$ cat src/rtl/falafel_pkg.sv
// Shared falafel types: LSU header request/response, LSU op codes and the
// LSU arbiter state encoding.
package falafel_pkg;

    localparam int FALAFEL_ARB_N_REQ_DEFAULT = 2;
    localparam int HDR_DW                    = 32;

    typedef enum logic [2:0] {
        LOCK   = 3'd0,
        UNLOCK = 3'd1,
        LOAD   = 3'd2,
        INSERT = 3'd3,
        DELETE = 3'd4
    } req_lsu_op_e;

    typedef struct packed {
        logic              val;
        req_lsu_op_e       lsu_op;
        logic [HDR_DW-1:0] header_data;
    } header_data_req_t;

    typedef struct packed {
        logic              val;
        logic [HDR_DW-1:0] header_data;
    } header_data_rsp_t;

    typedef enum logic [1:0] {
        ARB_IDLE     = 2'd0,
        ARB_OWNED    = 2'd1,
        ARB_WAIT_RSP = 2'd2
    } arb_state_e;

endpackage

$ cat src/rtl/falafel_lsu_arbiter_rr_picker.sv
// Round-robin picker: first set candidate at or after ptr_i, wrapping modulo N.
// Purely combinational.
module falafel_rr_picker #(
    parameter  int N   = 2,
    localparam int IW  = $clog2(N),
    localparam int IW1 = IW + 1
) (
    input  logic [N-1:0]  cand_i,
    input  logic [IW-1:0] ptr_i,
    output logic          valid_o,
    output logic [IW-1:0] idx_o
);

    logic [2*N-1:0] dbl;
    logic [N-1:0]   rot;
    logic [IW1-1:0] off;
    logic [IW1-1:0] sum;

    // rot[k] is the candidate k places after the pointer
    assign dbl = {cand_i, cand_i} >> ptr_i;
    assign rot = dbl[N-1:0];

    // scan from the far end so the closest candidate to the pointer wins
    always_comb begin
        valid_o = 1'b0;
        off     = '0;
        for (int k = N - 1; k >= 0; k--) begin
            if (rot[k]) begin
                valid_o = 1'b1;
                off     = IW1'(k);
            end
        end
        sum = {1'b0, ptr_i} + off;
        if (sum >= IW1'(N)) sum = sum - IW1'(N);
        idx_o = sum[IW-1:0];
    end

endmodule

$ cat src/rtl/falafel_lsu_arbiter.sv
// LSU arbiter: shares one header LSU port between N_REQ requesters in whole
// LOCK..UNLOCK sessions, round-robin among LOCK requesters, one transaction in
// flight, responses routed combinationally to the session owner.
// Optional lock-hold monitor enabled by FALAFEL_ARB_TIMEOUT_EN.
module falafel_lsu_arbiter
    import falafel_pkg::*;
#(
    parameter  int N_REQ        = FALAFEL_ARB_N_REQ_DEFAULT,
    parameter  int LOCK_TIMEOUT = 1024,
    localparam int IDW          = $clog2(N_REQ)
) (
    input  logic                               clk_i,
    input  logic                               rst_ni,
    input  header_data_req_t [N_REQ-1:0]       req_i,
    output logic             [N_REQ-1:0]       req_ready_o,
    output header_data_rsp_t [N_REQ-1:0]       rsp_o,
    output header_data_req_t                   req_to_lsu_o,
    input  logic                               lsu_ready_i,
    input  header_data_rsp_t                   rsp_from_lsu_i,
    output logic                               busy_o,
    output logic             [IDW-1:0]         owner_o,
    output logic                               lock_timeout_o
);

    arb_state_e   state_q, state_d;
    logic [IDW-1:0] owner_q, owner_d;
    logic [IDW-1:0] rr_ptr_q, rr_ptr_d;
    req_lsu_op_e  pend_op_q, pend_op_d;

    logic [N_REQ-1:0] cand;
    logic             pick_vld;
    logic [IDW-1:0]   pick_idx;

    // only LOCK requests may open a session
    always_comb begin
        for (int i = 0; i < N_REQ; i++) begin
            cand[i] = req_i[i].val && (req_i[i].lsu_op == LOCK);
        end
    end

    falafel_rr_picker #(.N(N_REQ)) u_picker (
        .cand_i  (cand),
        .ptr_i   (rr_ptr_q),
        .valid_o (pick_vld),
        .idx_o   (pick_idx)
    );

    // request/response muxing and session FSM next state
    always_comb begin
        state_d      = state_q;
        owner_d      = owner_q;
        rr_ptr_d     = rr_ptr_q;
        pend_op_d    = pend_op_q;
        req_to_lsu_o = '0;
        req_ready_o  = '0;
        rsp_o        = '0;
        case (state_q)
            ARB_IDLE: begin
                if (pick_vld) begin
                    req_to_lsu_o          = req_i[pick_idx];
                    req_ready_o[pick_idx] = lsu_ready_i;
                    if (lsu_ready_i) begin
                        owner_d   = pick_idx;
                        pend_op_d = LOCK;
                        state_d   = ARB_WAIT_RSP;
                    end
                end
            end
            ARB_OWNED: begin
                // ready is not gated by val so cores may gate val on ready
                req_to_lsu_o         = req_i[owner_q];
                req_ready_o[owner_q] = lsu_ready_i;
                if (req_i[owner_q].val && lsu_ready_i) begin
                    pend_op_d = req_i[owner_q].lsu_op;
                    state_d   = ARB_WAIT_RSP;
                end
            end
            ARB_WAIT_RSP: begin
                rsp_o[owner_q] = rsp_from_lsu_i;
                if (rsp_from_lsu_i.val) begin
                    if (pend_op_q == UNLOCK) begin
                        rr_ptr_d = (owner_q == IDW'(N_REQ - 1)) ? '0 : owner_q + IDW'(1);
                        state_d  = ARB_IDLE;
                    end else begin
                        state_d  = ARB_OWNED;
                    end
                end
            end
            default: state_d = ARB_IDLE;
        endcase
    end

    // session state registers
    always_ff @(posedge clk_i or negedge rst_ni) begin
        if (!rst_ni) begin
            state_q   <= ARB_IDLE;
            owner_q   <= '0;
            rr_ptr_q  <= '0;
            pend_op_q <= UNLOCK;
        end else begin
            state_q   <= state_d;
            owner_q   <= owner_d;
            rr_ptr_q  <= rr_ptr_d;
            pend_op_q <= pend_op_d;
        end
    end

    assign busy_o  = (state_q != ARB_IDLE);
    assign owner_o = owner_q;

`ifdef FALAFEL_ARB_TIMEOUT_EN
    localparam int TW = $clog2(LOCK_TIMEOUT + 1);

    logic [TW-1:0] tcnt_q, tcnt_d;
    logic          tflag_q, tflag_d;
    logic          sess_start;

    assign sess_start = (state_q == ARB_IDLE) && (state_d == ARB_WAIT_RSP);

    // saturating hold counter; flag is sticky until reset
    always_comb begin
        tcnt_d  = tcnt_q;
        tflag_d = tflag_q;
        if (sess_start) begin
            tcnt_d = '0;
        end else if (busy_o && (tcnt_q != TW'(LOCK_TIMEOUT))) begin
            tcnt_d = tcnt_q + TW'(1);
        end
        if (tcnt_d == TW'(LOCK_TIMEOUT)) tflag_d = 1'b1;
    end

    // lock-hold monitor registers
    always_ff @(posedge clk_i or negedge rst_ni) begin
        if (!rst_ni) begin
            tcnt_q  <= '0;
            tflag_q <= 1'b0;
        end else begin
            tcnt_q  <= tcnt_d;
            tflag_q <= tflag_d;
        end
    end

    assign lock_timeout_o = tflag_q;
`else
    // monitor absent: LOCK_TIMEOUT is positive, so this is a constant 0
    assign lock_timeout_o = (LOCK_TIMEOUT < 0);
`endif

endmodule

$ cat config.mk
export PLATFORM = sky130hd
export DESIGN_NAME = falafel_lsu_arbiter
export DESIGN_NICKNAME = d
export VERILOG_FILES = /design/src/rtl/falafel_pkg.sv /design/src/rtl/falafel_lsu_arbiter_rr_picker.sv /design/src/rtl/falafel_lsu_arbiter.sv
export SDC_FILE = /design/constraint.sdc
export NUM_CORES = 1
export LEC_CHECK = 0
export ABC_AREA = 1
export CORE_ASPECT_RATIO = 1.75
export CORE_MARGIN = 3
export CORE_UTILIZATION = 33
export DETAILED_ROUTE_END_ITERATION = 10
export GPL_TIMING_DRIVEN = 0
export PLACE_DENSITY = 0.89
export SLEW_MARGIN = 20
export SYNTH_ARGS = -nofsm -noshare
export SYNTH_HDL_FRONTEND = slang
export SYNTH_SLANG_ARGS = --single-unit
$ cat constraint.sdc
create_clock -name clk_i -period 3.1 [get_ports clk_i]
set_input_delay 0.62 -clock clk_i [delete_from_list [all_inputs] [get_ports clk_i]]
set_output_delay 0.62 -clock clk_i [all_outputs]
set_load 0.01 [all_outputs]
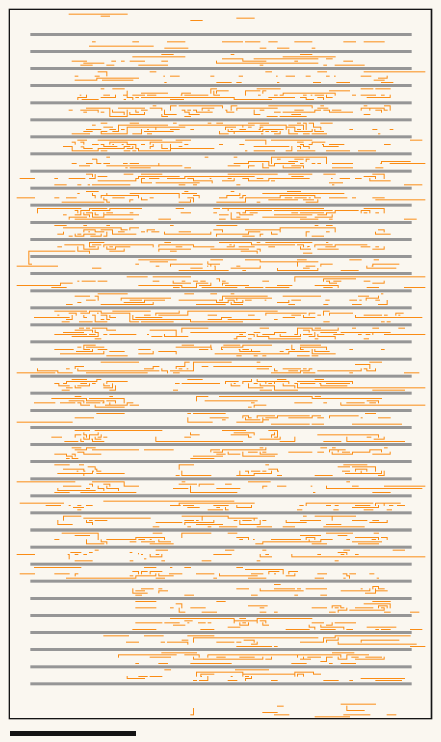
(run_1/layer_met1.png)
Bar = 20 um. Supply wires on this layer in gray.
main direction = horizontal
nets with wire on the layer = 696
share of all routed wire = 32%
longest straight run = 21.2 um

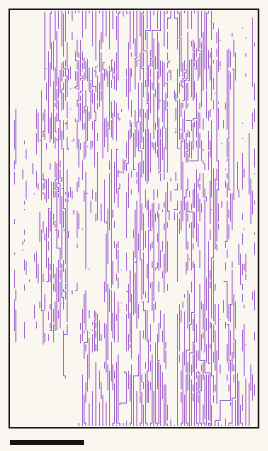
(run_1/layer_met2.png)
Bar = 20 um.
wire length on this layer = 5,530 um
main direction = vertical
share of all routed wire = 51%
longest straight run = 41.1 um

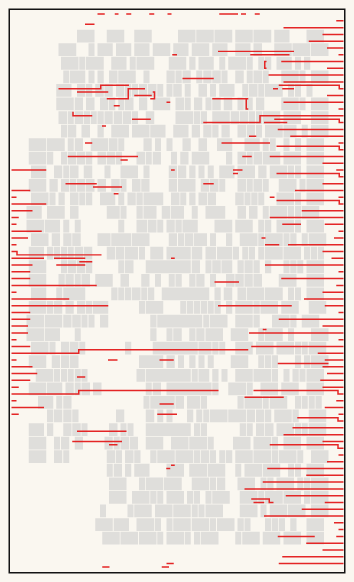
(run_1/layer_met3.png)
main direction = horizontal
longest straight run = 33.8 um
nets with wire on the layer = 158

==> flow_summary.toml, run 1 <==
# yosys + openroad results
[run_status]
run_status = "finished, final reports clean"

[routing]
first_pass_iters = 5
topRoutingLayerUsed = "met4"
met3_length_mm = 1.118
route.detailed.drc = 0

[final_timing]
final_min_period_over_clock_period_pct = 95.80
setup_repair_after_global_routing_missed_its_margin = "true"
timing.fmax_ghz = 0.3367

[power]
share_seq_of_total_power_pct = 8.5
power_w = 0.001895
leakagePower_nw = 2.483
netSwitchingPower_w = 0.0009615
p_seq_w = 0.000161

[clock_tree]
cts_made_buffers = 3
numClockSinks = 7

[die]
die_outline_width_um = 66.96
well_tap_count = 80
total_die_size_um2 = 7544

[cells_and_area]
layout_top_cells = "clkdlybuf4s50_1, inv_1, nand2_1"
signal_buffer_area_fraction_pct = 51.62
nNonClkBuffers = 247
fill_cells = 569
clock_tree_area_fraction_pct = 1.013
combinational_share_of_cell_area_pct = 31.61
sequential_cell_area_um2 = 176.4
finish.net_count = 797
multi_input_comb_cells = 317
max_flop_register = "pend_op_q"
fin_util_pct = 70.83
areaGrowthSynthToFinish_pct = 107.2

[hold_path]
timing.hold.worst.start = "pend_op_q[0]$_DFFE_PN1P_"

[placed_design]
preCtsSetupSlack_ps = -267.6

[setup_path]
critical_path_class = "in2out"
critPathBufInv = 4

[logic_synthesis]
synth.comb.largest_family = "simple AND/OR/NAND/NOR gates"
edf_count = 0
fa_ha_area_share_pct = 0
synth.cellmix.compoundShare_pct = 18.02
post_synth_instance_area_um2 = 2146
synthTopCellsByCount = "inv_1, nand2_1, nand3_1, nor2_1, o21ai_0"
ys_warn_count = 0

[grt]
globalRoute.busiestLayer = "met2"
## Run 2: what changed since run 1
- ABC_CLOCK_PERIOD_IN_PS: unset -> 3100
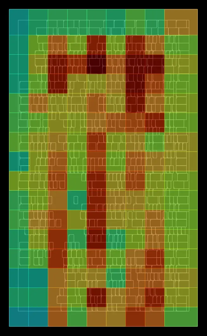
(run_2/congestion.png)
GRT Util Overall: 27.96%
Routed wire per std cell: 14.05 um
met1 track demand over resource in global routing: 26.52%
global routing usage on met2: 51.46%

==> run 2 against run 1 <==
Cell count unchanged. Flip-flop count unchanged. Critical endpoint unchanged. Sequential power about the same. Combinational power about the same. Largest power group unchanged. Critical path depth unchanged. Routed wire length unchanged. Clock power about the same. Critical path type unchanged. Highest routed layer unchanged. Via count unchanged. First-iteration DRC count unchanged.
==> flow_summary.toml, run 2 <==
# yosys + openroad results
[run_status]
run_status = "finished, final reports clean"

[placed_design]
preCtsSetupSlack_ps = -267.6

[cells_and_area]
final_layout_size_suffix_gt1_share_pct = 5.814
fin_util_pct = 70.83
multi_input_comb_cells = 317
multi_input_comb_area_um2 = 1405
fill_cells = 569
sequential_cell_area_um2 = 176.4
combinational_share_of_cell_area_pct = 31.61
areaGrowthSynthToFinish_pct = 107.2
nNonClkBuffers = 247
finish.net_count = 797
signal_buffer_area_fraction_pct = 51.62
postLayoutCellArea_um2 = 4446
max_flop_register = "pend_op_q"
clock_tree_area_fraction_pct = 1.013
layout_top_cells = "clkdlybuf4s50_1, inv_1, nand2_1"

[logic_synthesis]
synthesized_nets = 575
fa_ha_area_share_pct = 0
synth.cellmix.compoundShare_pct = 18.02
synthTopCellsByCount = "inv_1, nand2_1, nand3_1, nor2_1, o21ai_0"
synth.comb.largest_family = "simple AND/OR/NAND/NOR gates"
post_synth_instance_area_um2 = 2146
ys_warn_count = 0
yosys.cell_types.count = 21
edf_count = 0

[power]
share_seq_of_total_power_pct = 8.5
p_seq_w = 0.000161
power.clock.fraction_pct = 6.9
netSwitchingPower_w = 0.0009615
power_w = 0.001895
leakagePower_nw = 2.483
clock_group_w = 0.000130

[setup_path]
critical_path_class = "in2out"
critPathRequiredTime_ps = 2480
critPathBufInv = 4
critPathSlowestCell = "clkdlybuf4s50_1"
cp_slowest_stage_delay_ps = 570

[die]
core_area_um2 = 6276
well_tap_count = 80
total_die_size_um2 = 7544
row_count = 38
die_outline_width_um = 66.96

[hold_path]
timing.hold.worst.start = "pend_op_q[0]$_DFFE_PN1P_"

[clock_tree]
numClockSinks = 7
cts-resized-gates = 43
cts_made_buffers = 3
insertion_delay_ps = 230
cts-hold-fix-buffers = 0

[routing]
met3_length_mm = 1.118
first_pass_iters = 5
route.detailed.drc = 0
drt-initial-drc-count = 280
topRoutingLayerUsed = "met4"

[grt]
globalRoute.busiestLayer = "met2"

[final_timing]
timing.fmax_ghz = 0.3367
setup_repair_after_global_routing_missed_its_margin = "true"
final_min_period_over_clock_period_pct = 95.80
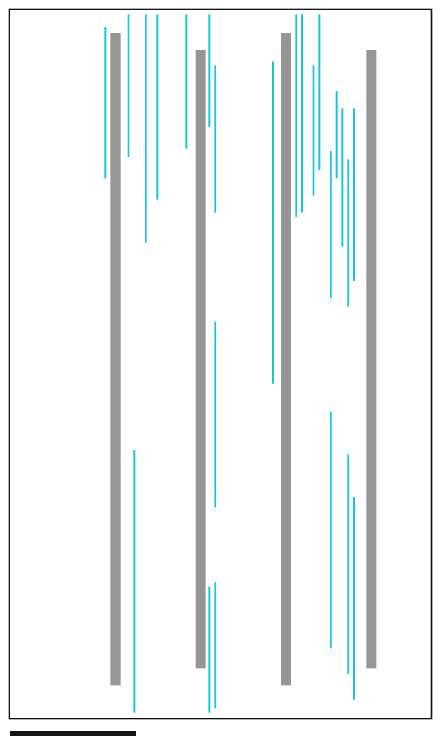
(run_2/layer_met4.png)
Bar = 20 um. Supply wires on this layer in gray.
nets with wire on the layer = 24
share of all routed wire = 6.1%
wire length on this layer = 656 um
main direction = vertical

No activity file was given, so power comes from the tool's default toggle rates.
